<file path="config.mk">
export PLATFORM = sky130hd
export DESIGN_NAME = pd_rx_symbol
export DESIGN_NICKNAME = d
export VERILOG_FILES = /design/src/rtl/pd_rx_symbol.sv
export SDC_FILE = /design/constraint.sdc
export NUM_CORES = 1
export LEC_CHECK = 0
export ABC_AREA = 1
export CAP_MARGIN = 10
export CORE_UTILIZATION = 64
export CTS_CLUSTER_DIAMETER = 50
export DETAILED_ROUTE_END_ITERATION = 12
export HOLD_SLACK_MARGIN = 0.08
export PLACE_DENSITY = 0.9
export SLEW_MARGIN = 20
export SYNTH_ARGS = -nofsm -noshare
export SYNTH_HDL_FRONTEND = slang
export SYNTH_SLANG_ARGS = --single-unit
</file>
<file path="constraint.sdc">
create_clock -name clock -period 7.7 [get_ports clock]
set_clock_uncertainty 0.2 [all_clocks]
set_input_delay 1.54 -clock clock [delete_from_list [all_inputs] [get_ports clock]]
set_output_delay 1.54 -clock clock [all_outputs]
set_load 0.05 [all_outputs]
</file>
<file path="src/rtl/pd_rx_symbol.sv">
// USB-PD receive symbol layer: 4b5b ordered-set hunt, nibble/byte assembly and error strobes.
// Define PD_RX_CRC_EN to add the CRC-32 residual check on crc_ok.
module pd_rx_symbol #(
    parameter int unsigned MAX_BYTES = 64
) (
    input  logic       clock,
    input  logic       nrst,
    input  logic       enable,
    input  logic       bit_rdy,
    input  logic       bit_q,
    input  logic       pkt_act,
    output logic       sop_vld,
    output logic [2:0] sop_type,
    output logic       byte_vld,
    output logic [7:0] byte_q,
    output logic       eop,
    output logic       err,
    output logic [1:0] err_code,
    output logic       busy,
    output logic       crc_ok
);

    localparam logic [4:0] K_SYNC1 = 5'h18;
    localparam logic [4:0] K_SYNC2 = 5'h11;
    localparam logic [4:0] K_SYNC3 = 5'h06;
    localparam logic [4:0] K_RST1  = 5'h07;
    localparam logic [4:0] K_RST2  = 5'h19;
    localparam logic [4:0] K_EOP   = 5'h0D;

    // Oldest symbol sits in bits [4:0]
    localparam logic [19:0] PAT_SOP   = {K_SYNC2, K_SYNC1, K_SYNC1, K_SYNC1};
    localparam logic [19:0] PAT_SOPP  = {K_SYNC3, K_SYNC3, K_SYNC1, K_SYNC1};
    localparam logic [19:0] PAT_SOPPP = {K_SYNC3, K_SYNC1, K_SYNC3, K_SYNC1};
    localparam logic [19:0] PAT_HARD  = {K_RST2, K_RST1, K_RST1, K_RST1};
    localparam logic [19:0] PAT_CABLE = {K_SYNC3, K_RST1, K_SYNC1, K_RST1};

    localparam int unsigned CW = $clog2(MAX_BYTES + 1);

    typedef enum logic [1:0] {StIdle, StHunt, StData, StDone} state_t;

    function automatic logic [2:0] hits(input logic [19:0] w, input logic [19:0] pat);
        logic [2:0] n;
        n = 3'd0;
        for (int i = 0; i < 4; i++) begin
            if (w[i*5 +: 5] == pat[i*5 +: 5]) n = n + 3'd1;
        end
        return n;
    endfunction

    // Returns {valid, nibble}
    function automatic logic [4:0] decode_sym(input logic [4:0] s);
        case (s)
            5'h1E: return 5'h10;
            5'h09: return 5'h11;
            5'h14: return 5'h12;
            5'h15: return 5'h13;
            5'h0A: return 5'h14;
            5'h0B: return 5'h15;
            5'h0E: return 5'h16;
            5'h0F: return 5'h17;
            5'h12: return 5'h18;
            5'h13: return 5'h19;
            5'h16: return 5'h1A;
            5'h17: return 5'h1B;
            5'h1A: return 5'h1C;
            5'h1B: return 5'h1D;
            5'h1C: return 5'h1E;
            5'h1D: return 5'h1F;
            default: return 5'h00;
        endcase
    endfunction

    state_t        state;
    // The oldest bit of the 20-bit window is shifted out before it is ever looked at again,
    // so only the newest 19 bits are stored; the incoming bit completes the window.
    logic [18:0]   hist;
    logic [19:0]   window;
    logic [2:0]    bit_cnt;
    logic          nib_odd;
    logic [3:0]    low_nib;
    logic [CW-1:0] byte_cnt;
    logic [4:0]    sym;
    logic [4:0]    sym_dec;
    logic          os_hit;
    logic [2:0]    os_type;

    assign window  = {bit_q, hist};
    assign sym     = window[19:15];
    assign sym_dec = decode_sym(sym);
    assign busy    = (state != StIdle);

    always_comb begin
        os_hit  = 1'b1;
        os_type = 3'd0;
        if (hits(window, PAT_SOP) >= 3'd3) begin
            os_type = 3'd0;
        end else if (hits(window, PAT_SOPP) >= 3'd3) begin
            os_type = 3'd1;
        end else if (hits(window, PAT_SOPPP) >= 3'd3) begin
            os_type = 3'd2;
        end else if (hits(window, PAT_HARD) == 3'd4) begin
            os_type = 3'd3;
        end else if (hits(window, PAT_CABLE) == 3'd4) begin
            os_type = 3'd4;
        end else begin
            os_hit = 1'b0;
        end
    end

    always_ff @(posedge clock or negedge nrst) begin
        if (!nrst) begin
            state    <= StIdle;
            hist     <= '0;
            bit_cnt  <= '0;
            nib_odd  <= 1'b0;
            low_nib  <= '0;
            byte_cnt <= '0;
            sop_vld  <= 1'b0;
            sop_type <= '0;
            byte_vld <= 1'b0;
            byte_q   <= '0;
            eop      <= 1'b0;
            err      <= 1'b0;
            err_code <= '0;
        end else begin
            sop_vld  <= 1'b0;
            byte_vld <= 1'b0;
            eop      <= 1'b0;
            err      <= 1'b0;
            if (!enable) begin
                state    <= StIdle;
                hist     <= '0;
                bit_cnt  <= '0;
                nib_odd  <= 1'b0;
                byte_cnt <= '0;
            end else begin
                case (state)
                    StIdle: begin
                        hist     <= '0;
                        bit_cnt  <= '0;
                        nib_odd  <= 1'b0;
                        byte_cnt <= '0;
                        if (pkt_act) state <= StHunt;
                    end
                    StHunt: begin
                        if (bit_rdy) hist <= window[19:1];
                        // A bit arriving with pkt_act falling is still checked for a match
                        if (bit_rdy && os_hit) begin
                            sop_vld  <= 1'b1;
                            sop_type <= os_type;
                            if (os_type <= 3'd2) begin
                                state    <= StData;
                                bit_cnt  <= '0;
                                nib_odd  <= 1'b0;
                                byte_cnt <= '0;
                            end else begin
                                state <= StDone;
                            end
                        end else if (!pkt_act) begin
                            state <= StIdle;
                        end
                    end
                    StData: begin
                        if (bit_rdy) begin
                            hist <= window[19:1];
                            if (bit_cnt != 3'd4) begin
                                bit_cnt <= bit_cnt + 3'd1;
                            end else begin
                                bit_cnt <= '0;
                                if (sym == K_EOP) begin
                                    if (nib_odd) begin
                                        err      <= 1'b1;
                                        err_code <= 2'd3;
                                    end else begin
                                        eop <= 1'b1;
                                    end
                                    state <= StDone;
                                end else if (!sym_dec[4]) begin
                                    err      <= 1'b1;
                                    err_code <= 2'd1;
                                    state    <= StDone;
                                end else if (!nib_odd) begin
                                    low_nib <= sym_dec[3:0];
                                    nib_odd <= 1'b1;
                                end else if (byte_cnt == CW'(MAX_BYTES)) begin
                                    err      <= 1'b1;
                                    err_code <= 2'd3;
                                    state    <= StDone;
                                end else begin
                                    byte_vld <= 1'b1;
                                    byte_q   <= {sym_dec[3:0], low_nib};
                                    byte_cnt <= byte_cnt + CW'(1);
                                    nib_odd  <= 1'b0;
                                end
                            end
                        end else if (!pkt_act) begin
                            err      <= 1'b1;
                            err_code <= 2'd2;
                            state    <= StIdle;
                        end
                    end
                    StDone: begin
                        if (!pkt_act) state <= StIdle;
                    end
                    default: state <= StIdle;
                endcase
            end
        end
    end

`ifdef PD_RX_CRC_EN
    logic [31:0] crc;
    logic [31:0] crc_rev;

    function automatic logic [31:0] crc_byte(input logic [31:0] c, input logic [7:0] d);
        logic [31:0] r;
        r = c;
        for (int i = 0; i < 8; i++) begin
            r = (r[0] ^ d[i]) ? ((r >> 1) ^ 32'hEDB88320) : (r >> 1);
        end
        return r;
    endfunction

    // Trails the byte strobe by one cycle; EOP is always at least a symbol later
    always_ff @(posedge clock or negedge nrst) begin
        if (!nrst) begin
            crc <= '0;
        end else if (sop_vld) begin
            crc <= 32'hFFFFFFFF;
        end else if (byte_vld) begin
            crc <= crc_byte(crc, byte_q);
        end
    end

    always_comb begin
        crc_rev = '0;
        for (int i = 0; i < 32; i++) crc_rev[i] = crc[31-i];
    end

    assign crc_ok = eop && (crc_rev == 32'hC704DD7B);
`else
    assign crc_ok = 1'b0;
`endif

endmodule

</file>
**Run 1: metal 2**

Cells faint in the background.
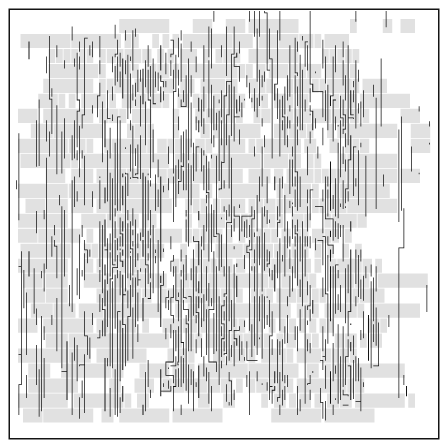
446 nets have wire on it. The longest straight run is 29.2 um. The layer carries 3810 um of wire. The layer holds 48% of the routed length. The wires run mostly vertical.
Vias: 3311
met2 Resource Use GR: 0.479

**Run 1: M4 wires**

Scale bar: 20 um. Cells faint in the background.
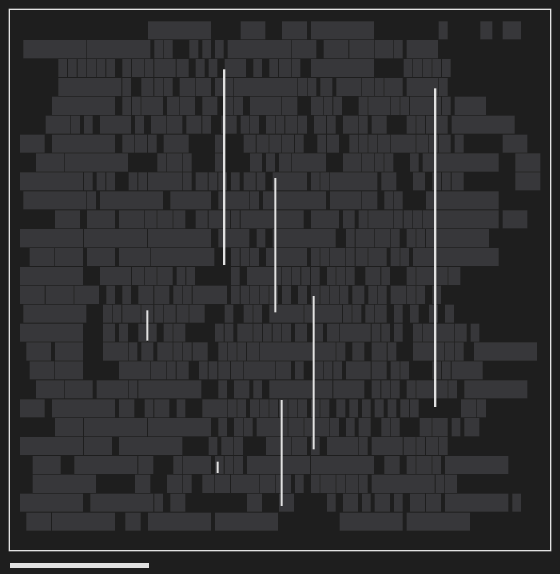
The wires run mostly vertical. The longest straight run is 45.6 um. 7 nets have wire on it. The layer carries 135 um of wire. The layer holds 1.7% of the routed length.
final wirelength: 7960 um

==> qor.yml, run 1 <==
avgSynthCellArea_um2: 7.44
power_mw: 0.521
grt_pass1_vias: 3041
cts_buffer_depth: 2
std_cell_rows: 27
largest_area_cell: "dfrtp_1"
final_layout_size_suffix_gt1_frac: 0.100
worst-path-max-fanout: 15
max_freq_mhz: 252
p_leak_nw: 2.12
worstPathArrival_ps: 3960
grt-ovfl-total: 0
pre_cts_slack_ps: 3460
route.detailed.drc: 0
hold_depth: 2
fin_crit_sh: 0.516
period_minus_slack_ps: 3970
final_core_util: 0.738
syn_inst: 493
synth_stat.cells: 493
min_to: "byte_cnt[6]"
most_common_cell: "nand2_1"
die_y_um: 77.7
reg2reg_from: "hist[6]"
end_kind: "flip-flop"
ant_nets: 0
die_w_um: 77.7
postCtsHoldBufs: 0
areaGrowthSynthToFinish_pct: 10.8
maxSlewViolCount: 0
warnings: 37
max_cap_viol_count: 0
synthDominantCellAreaShare: 0.362
wire_per_inst_um: 13.5
max_slew.worst_pin.slew_ps: 829
n_antenna_cell: 0
clkTransAtPathRegs_ps: 90
htree_num_levels: 2
clockRootBuffer: "clkbuf_8"
rsz0062_at_grt: "no"
ys_ff: 53
core_area_um2: 5510
fp_util: 0.666
fillers: 400
yosys_area_um2: 3670
ff2ff_path_depth: 24
hold_viol: 0
synth-seq-area-share: 0.362
max_slew_margin: 0.446
cts-resized-gates: 0
antenna_found_initial: 0
io_pins: 25
fin_area_um2: 4070
critPathLaunchType: "input port"
worst-r2r-setup-slack_ps: 3950
tns_ps: 0
required_ps: 7690
yosysUniqueCellTypes: 41
design.die.area_um2: 6040
dpl.cell_count: 582
final_nets: 547
placed_area_um2: 3950
cts_tree: "built"
synth-edff-count: 0
max-vdd-ir-drop_v: 0.000118
setup_viol: 0
r2r_end: "byte_cnt[1]"
hold_class: "reg2reg"
fin_cells: 590
path_class: "in2reg"
min-delay-start: "byte_cnt[6]"
fp_nets: 523
ys_warn_count: 0
synth_area_um2: 3670
power_density_nw_per_um2: 128
dpl.hpwl_um: 5910
post_cts.repair.setup_buffers: 0
postSynth.asyncResetShare: 1.00
grt_pass1_wl_um: 13600
io_buffers: 23
grt.total_usage: 0.281
vias_per_cell: 5.61
whs_ps: 279
ys_top_cells_by_count: "114 x nand2_1, 88 x inv_1, 53 x dfrtp_1"
drt_first_pass_iters: 6
grt_max_degree: 54
ff_type: "dfrtp_1"
globalplace.congestion: 0.890
first_iter_violations: 216
setup_slack_ps: 3730
area_leaders: "dfrtp_1 36%, nand2_1 12%, inv_1 9.0%"
status: "finished clean"
**Run 1: clock routing**

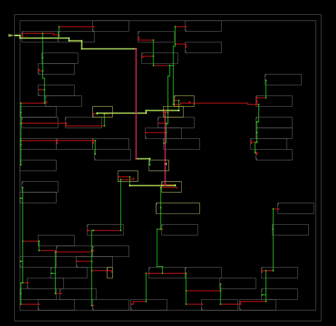
flip-flops: 53
CTS buffer count: 5
Clk. pwr: 0.195 mW
clk sinks: 53
worst skew pair latency: 300 ps

-- run 1: cell type report --
class                           instances  area [um2]  share of cell area
Multi-Input combinational cell        338        1940               0.477
Sequential cell                        53        1330               0.326
Inverter                               94         353              0.0868
Timing Repair Buffer                   25         240              0.0591
Tap cell                               72        90.1              0.0222
Clock buffer                            7        86.3              0.0212
Clock inverter                          1        30.0             0.00739
-- run 1: power breakdown --
part           internal, mW  total [mW]  leakage, nW  switching, mW
combinational        0.0132      0.0454         1.32         0.0322
clock                 0.106       0.195       0.0585         0.0889
sequential            0.279       0.281        0.739        0.00191
-- run 1: placed cells by master, fill, tap and decap left out, drive strengths merged --
| cell type | n |
|---|---|
| clkdlybuf4s50 | 22 |
| nor2 | 53 |
| inv | 94 |
| o22ai | 20 |
| o41ai | 1 |
| ha | 24 |
| a41oi | 1 |
| xor2 | 2 |
| a211oi | 1 |
| a31oi | 1 |
| a32o | 1 |
| o21bai | 2 |
| o21ai | 16 |
| buf | 3 |
| nor4 | 4 |
| nand3 | 30 |
| nor3 | 14 |
| a31o | 1 |
| o211ai | 2 |
| a21oi | 9 |
| conb | 1 |
| nand2 | 118 |
| mux2 | 12 |
| nand4 | 20 |
| clkbuf | 7 |
| dfrtp | 53 |
| bufinv | 1 |
| nor3b | 1 |
| or2 | 4 |
-- run 1: sequential cells by signal, indices dropped and copies added, names as in the netlist --
register,cells
byte_q,8
sop_type,3
eop,1
bit_cnt,3
byte_cnt,7
hist,19
byte_vld,1
nib_odd,1
low_nib,4
err_code,2
state,2
err,1
sop_vld,1
-- run 1: per-layer routing --
layer	track usage	wire, um	part of all wire	vias up
li1	-	-	-	1651
met1	0.379	3580	0.45	1524
met2	0.479	3810	0.48	121
met3	0.0376	436	0.055	15
met4	0.0679	134	0.017	0
met5	0	0	0	-
-- run 1: worst max-delay path, cell delays in order --
cell             delay [ps]
clkdlybuf4s50_1         490
inv_1                   190
nand2_1                 190
nor2_4                  220
nand2_1                  70
nand2_1                  70
nand2_1                  60
nand2_1                  60
inv_2                    30
nand2_2                  70
nor2_4                   50
nand3_2                  80
nand3_1                 110
o21bai_4                340
nand3_2                 220
nand2_1                 100
nand2_1                  60
-- run 1: worst max-delay path by stage --
stage / from / to / slack [ps] / depth (start not counted)
finish: bit_q / byte_cnt[1] / 3730 / 17
global route: bit_q / byte_cnt[3] / 3450 / 17
CTS: bit_q / byte_cnt[1] / 3770 / 17
detailed placement: bit_q / byte_cnt[1] / 3460 / 17
global placement: bit_q / byte_cnt[4] / 3550 / 17
floorplan: bit_rdy / low_nib[0] / 4380 / 8
-- run 1: cell families (layout without fill, tap and decap cells) --
group	after synthesis	count (layout)	synth area share
XOR/XNOR	2	2	0.00478
AND-OR/OR-AND	55	55	0.0941
other	1	1	0.00102
adder cells (fa/ha/maj)	24	24	0.0819
buffers and inverters	102	127	0.110
flip-flops	53	53	0.362
AND/OR/NAND/NOR	244	244	0.310
multiplexers	12	12	0.0368
==> inputs of run 2 (changes only) <==
--- a/config.mk
+++ b/config.mk
@@ -7,11 +7,11 @@
 export LEC_CHECK = 0
 export ABC_AREA = 1
 export CAP_MARGIN = 10
-export CORE_UTILIZATION = 64
+export CORE_UTILIZATION = 60
 export CTS_CLUSTER_DIAMETER = 50
 export DETAILED_ROUTE_END_ITERATION = 12
 export HOLD_SLACK_MARGIN = 0.08
-export PLACE_DENSITY = 0.9
+export PLACE_DENSITY = 0.85
 export SLEW_MARGIN = 20
 export SYNTH_ARGS = -nofsm -noshare
 export SYNTH_HDL_FRONTEND = slang
==> constraint.sdc (replaced) <==
create_clock -name clock -period 3.9 [get_ports clock]
set_clock_uncertainty 0.2 [all_clocks]
set_input_delay 0.78 -clock clock [delete_from_list [all_inputs] [get_ports clock]]
set_output_delay 0.78 -clock clock [all_outputs]
set_load 0.05 [all_outputs]
**Run 2: wiring by layer**

Only two layers are drawn.
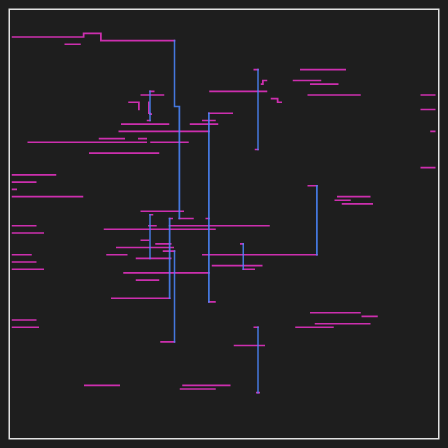
Blue marks met4, wire length 160 um. Magenta marks met3, wire length 461 um.

==> run 2 against run 1 <==
Setup slack lost 3400 ps. Largest cell class unchanged. Die area grew 6.5%. Critical path type is now reg2reg. Area after synthesis is the same. Cell area grew 0.95%. Final cell count grew 1.2%. Sequential share of layout area shrank 0.31 points. Worst hold slack lost 73 ps.
==> qor.yml, run 2 <==
status: "finished clean"
synthDominantCellAreaShare: 0.362
dpl.cell_count: 587
dpl.hpwl_um: 6070
worst-r2r-setup-slack_ps: 370
area_leaders: "dfrtp_1 36%, nand2_1 12%, inv_1 9.0%"
setup_viol: 0
wl_met2_um: 3870
io_pins: 25
yosysUniqueCellTypes: 41
htree_num_levels: 2
cts.sinks: 53
grt_max_degree: 36
wl_met1_um: 3700
grt_pass1_vias: 3211
grt.total_usage: 0.274
hold_viol: 0
die_y_um: 80.2
areaGrowthSynthToFinish_pct: 11.9
tns_ps: 0
power_density_nw_per_um2: 238
max_freq_mhz: 283
top_regs: "hist x19, byte_q x8, byte_cnt x7"
lay_top_count: "nand2_1"
ys_top_cells_by_count: "114 x nand2_1, 88 x inv_1, 53 x dfrtp_1"
design.die.area_um2: 6430
avgSynthCellArea_um2: 7.44
globalplace.congestion: 0.865
worstPathArrival_ps: 3580
required_ps: 3950
max_slew.worst_pin.slew_ps: 810
whs_ps: 206
die_w_um: 80.2
ant_nets: 0
grt-ovfl-total: 0
warnings: 37
regMostFlops: "hist"
yosys_area_um2: 3670
cts_tree: "built"
path_class: "reg2reg"
period_minus_slack_ps: 3530
rsz0062_at_grt: "no"
clkTransAtPathRegs_ps: 100
clk_latency_ps: 310
drt_first_pass_iters: 5
cts-buffers-inserted: 5
placed_area_um2: 3970
largest_register_ffs: 19
n_antenna_cell: 0
fin_cells: 597
fin_crit_sh: 0.905
ff2ff_path_depth: 20
postSynth.asyncResetShare: 1.00
critPathLaunchType: "flip-flop"
fp_nets: 523
hold_class: "in2async"
syn_inst: 493
final_nets: 552
end_kind: "flip-flop"
synth-edff-count: 0
worst-path-max-fanout: 7
ys_ff: 53
max-vdd-ir-drop_v: 0.000225
io_buffers: 23
final_layout_top_logic_cells: "114 x nand2_1, 88 x inv_1, 53 x dfrtp_1"
crit_start: "hist[8]"
max_cap_viol_count: 0
wl_met3_um: 461
antenna_found_initial: 0
max_slew_margin: 0.458
drt_wl_total_um: 8200
most_common_cell: "nand2_1"
final_layout_size_suffix_gt1_frac: 0.113
vias_per_cell: 5.67
synth_stat.cells: 493
synth_area_um2: 3670
first_iter_violations: 178
p_leak_nw: 2.12
maxSlewViolCount: 0
fp_util: 0.620
grt_pass1_wl_um: 13900
route.detailed.drc: 0
r2r_end: "byte_cnt[2]"
cts_buffer_depth: 2
ys_warn_count: 0
core_area_um2: 5920
synth-seq-area-share: 0.362
wire_per_inst_um: 13.7
ff_type: "dfrtp_1"
reg2reg_from: "hist[8]"
vias: 3383
fin_area_um2: 4100
highest_layer: "met4"
std_cell_rows: 28
fillers: 465
largest_area_cell: "dfrtp_1"
clockRootBuffer: "clkbuf_8"
run 2: netlist changes by cell type in the layout (fill, tap and decap cells not counted), sizes merged:
cell	change
buf	+5
bufinv	-1
clkbuf	-1
clkinvlp	+1
run 2: report_power, final:
part	internal (mW)	switching (mW)	leakage [nW]	total [mW]
Clock	0.141	0.179	0.0433	0.320
Combinational	0.0341	0.0678	1.34	0.102
Sequential	0.551	0.00365	0.739	0.555
run 2: through the flow:
stage,power (mW),worst slack [ps],util
3_5_place_dp,0.658,289,0.670
4_1_cts,0.970,266,0.685
5_1_grt,1.01,11.0,0.693
3_3_place_gp,0.656,475,0.670
2_1_floorplan,0.626,694,-
6_report,0.976,372,0.693
run 2: cell families (layout without fill, tap and decap cells):
kind of cell | count (synthesis) | count (layout) | share of synthesized area
AOI/OAI and AO/OA | 55 | 55 | 0.0941
xor gates and xnor gates | 2 | 2 | 0.00478
adders and majority gates | 24 | 24 | 0.0819
buffers and inverters | 102 | 131 | 0.110
DFF | 53 | 53 | 0.362
muxes | 12 | 12 | 0.0368
other | 1 | 1 | 0.00102
and+or+nand+nor | 244 | 244 | 0.310
run 2: per-layer routing:
| layer | vias to the layer above | track usage |
|---|---|---|
| met5 | - | 0 |
| met4 | 0 | 0.0982 |
| met3 | 24 | 0.0523 |
| met2 | 124 | 0.468 |
| met1 | 1572 | 0.346 |
| li1 | 1663 | - |
run 2: repair_timing:
| item | in CTS | in global routing |
|---|---|---|
| hold buffers | 0 | 0 |
| gates resized | 0 | 4 |
| setup buffers | 0 | 3 |
| endpoints found under the setup margin | 0 | 11 |
run 2: cell type report:
cell class | instances | area [um2] | area share
multi-input combinational | 338 | 1960 | 0.478
inverter | 94 | 353 | 0.0860
sequential | 53 | 1330 | 0.323
clock inverter | 1 | 7.51 | 0.00183
timing repair buffer | 30 | 278 | 0.0677
tap | 75 | 93.8 | 0.0229
clock buffer | 6 | 82.6 | 0.0201
run 2: worst max-delay path by stage:
stage	slack (ps)	endpoint
3_3_place_gp	470	byte_cnt[4]
3_5_place_dp	290	byte_cnt[2]
5_1_grt	10	byte_cnt[3]
2_1_floorplan	690	byte_cnt[0]
4_1_cts	270	byte_cnt[2]
6_report	370	byte_cnt[2]
run 2: critical path: stages (launching register included):
cell and delay (ps):
dfrtp_1 420, nor3_2 170, inv_1 90, nor3_1 240, inv_1 80, ha_1 310
inv_1 50, nand2_1 90, nand2_2 70, ha_1 280, or2_0 210, nand2_1 80
nand3_1 140, nand2_1 140, inv_2 50, nand3_2 70, nand3_1 110, o21bai_4 290
buf_4 210, nand4_1 80, nand2_1 100
==> inputs of run 3 (changes only) <==
--- a/config.mk
+++ b/config.mk
@@ -6,6 +6,7 @@
 export NUM_CORES = 1
 export LEC_CHECK = 0
 export ABC_AREA = 1
+export ABC_CLOCK_PERIOD_IN_PS = 3900
 export CAP_MARGIN = 10
 export CORE_UTILIZATION = 60
 export CTS_CLUSTER_DIAMETER = 50
**Run 3: sizing map**

Scale bar: 20 um.
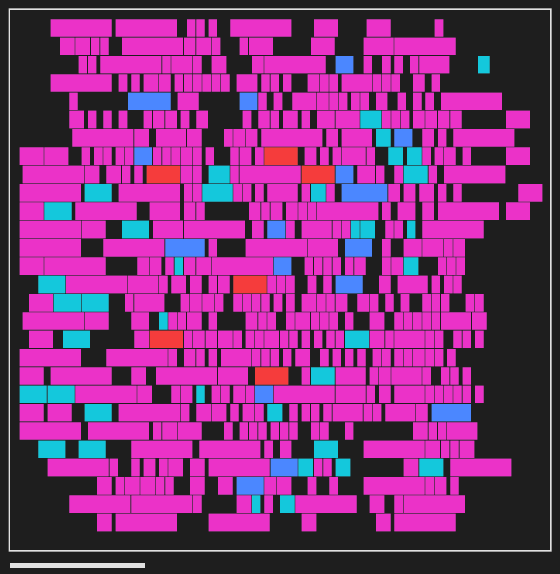
Red marks drive 6 and up, cells 6. Cyan marks drive 2, cells 37. Magenta marks drive 1 or less, cells 463. Blue marks drive 3 to 4, cells 16.

==> run 3 against run 2 <==
Global-route usage unchanged. Cell area unchanged. Synthesized cell count unchanged. Register-to-register slack about the same. Sequential share of layout area unchanged. Setup slack unchanged. Highest routed layer unchanged.
==> qor.yml, run 3 <==
status: "finished clean"
max_slew_margin: 0.458
drt_wl_total_um: 8200
pwr-share-seq: 0.568
n_antenna_cell: 0
syn_inst: 493
ys_top_cells_by_count: "114 x nand2_1, 88 x inv_1, 53 x dfrtp_1"
maxSlewViolCount: 0
clk_latency_ps: 310
path_class: "reg2reg"
cts.sinks: 53
globalplace.congestion: 0.865
yosysUniqueCellTypes: 41
postSynth.asyncResetShare: 1.00
grt_pass1_wl_um: 13900
p_int_mw: 0.726
hold_class: "in2async"
grt-ovfl-total: 0
fp_util: 0.620
fin_crit_sh: 0.905
cts_tree: "built"
final_core_util: 0.693
wire_per_inst_um: 13.7
p_leak_nw: 2.12
std_cell_rows: 28
most_common_cell: "nand2_1"
ys_ff: 53
synth-seq-area-share: 0.362
antenna_found_initial: 0
period_minus_slack_ps: 3530
worstPathArrival_ps: 3580
design.die.area_um2: 6430
ff2ff_path_depth: 20
final_layout_size_suffix_gt1_frac: 0.113
areaGrowthSynthToFinish_pct: 11.9
warnings: 37
max_freq_mhz: 283
grt_max_degree: 36
area_leaders: "dfrtp_1 36%, nand2_1 12%, inv_1 9.0%"
die_y_um: 80.2
swShare: 0.256
yosys_area_um2: 3670
cts_buffer_depth: 2
worst-r2r-setup-slack_ps: 370
drt_first_pass_iters: 5
setup_viol: 0
synth_stat.cells: 493
route.detailed.drc: 0
ant_nets: 0
ff_type: "dfrtp_1"
rsz0062_at_grt: "no"
die_w_um: 80.2
r2r_end: "byte_cnt[2]"
fp_nets: 523
hold_viol: 0
grt.total_usage: 0.274
largest_register_ffs: 19
avgSynthCellArea_um2: 7.44
max_slew.worst_pin.slew_ps: 810
fillers: 465
cts-buffers-inserted: 5
clkTransAtPathRegs_ps: 100
htree_num_levels: 2
synth_area_um2: 3670
lay_top_count: "nand2_1"
largest_area_cell: "dfrtp_1"
top_regs: "hist x19, byte_q x8, byte_cnt x7"
max_cap_viol_count: 0
synthDominantCellAreaShare: 0.362
## run 3: cell counts in the layout (fill, tap and decap cells not counted)
Identical to the previous run, type by type.
## run 3: power groups by stage
| stage | combinational [mW] | sequential, mW | clock (mW) |
|---|---|---|---|
| after detailed placement | 0.0929 | 0.565 | 0 |
| final | 0.102 | 0.555 | 0.320 |
| after global routing | 0.113 | 0.555 | 0.344 |
| after CTS | 0.0935 | 0.555 | 0.321 |
| after global placement | 0.0904 | 0.565 | 0 |
| after floorplan | 0.0618 | 0.564 | 0 |
## run 3: layout make-up
cell class	instances	area (um2)	area share
multi-input combinational	338	1960	0.478
sequential	53	1330	0.323
inverter	94	353	0.0860
timing repair buffer	30	278	0.0677
tap	75	93.8	0.0229
clock buffer	6	82.6	0.0201
clock inverter	1	7.51	0.00183
## run 3: worst max path at each step
stage               startpoint  slack (ps)          end  cells past startpoint
floorplan              hist[8]         690  byte_cnt[0]                     22
global placement       hist[8]         470  byte_cnt[4]                     22
detailed placement     hist[8]         290  byte_cnt[2]                     22
CTS                    hist[8]         270  byte_cnt[2]                     22
global route           hist[6]          10  byte_cnt[3]                     23
finish                 hist[8]         370  byte_cnt[2]                     20
## run 3: stage by stage
step / hold WS (ps) / total power, mW / instance area, um2 / setup WS (ps) / instances
6_report: 206 / 0.976 / 4100 / 372 / 597
3_3_place_gp: 257 / 0.656 / 3970 / 475 / 587
2_1_floorplan: 242 / 0.626 / 3670 / 694 / 493
3_5_place_dp: 269 / 0.658 / 3970 / 289 / 587
5_1_grt: 236 / 1.01 / 4100 / 11.0 / 597
4_1_cts: 233 / 0.970 / 4060 / 266 / 594
## run 3: logic make-up (layout without fill, tap and decap cells)
logic type	Yosys count	in the layout	synth area share
AND/OR/NAND/NOR	244	244	0.310
multiplexers	12	12	0.0368
AND-OR/OR-AND	55	55	0.0941
other	1	1	0.00102
adder cells (fa/ha/maj)	24	24	0.0819
buffers and inverters	102	131	0.110
flip-flops	53	53	0.362
XOR/XNOR	2	2	0.00478
## run 3: critical path, cell delays in order, from the launching register on
cell	delay, ps
dfrtp_1	420
nor3_2	170
inv_1	90
nor3_1	240
inv_1	80
ha_1	310
inv_1	50
nand2_1	90
nand2_2	70
ha_1	280
or2_0	210
nand2_1	80
nand3_1	140
nand2_1	140
inv_2	50
nand3_2	70
nand3_1	110
o21bai_4	290
buf_4	210
nand4_1	80
nand2_1	100
## run 3: what timing repair did
| action | 4_1_cts | 5_1_grt |
|---|---|---|
| gates resized | 0 | 4 |
| setup buffers | 0 | 3 |
| hold buffers | 0 | 0 |
| setup endpoints to repair | 0 | 11 |
## run 3: routing by layer
| metal | wire (um) | part of all wire | vias to the layer above | track usage |
|---|---|---|---|---|
| met5 | 0 | 0 | - | 0 |
| met4 | 160 | 0.020 | 0 | 0.0982 |
| met3 | 461 | 0.056 | 24 | 0.0523 |
| met2 | 3870 | 0.47 | 124 | 0.468 |
| met1 | 3700 | 0.45 | 1572 | 0.346 |
| li1 | - | - | 1663 | - |
Power figures rest on the tool's default switching activity, not on a simulated workload.
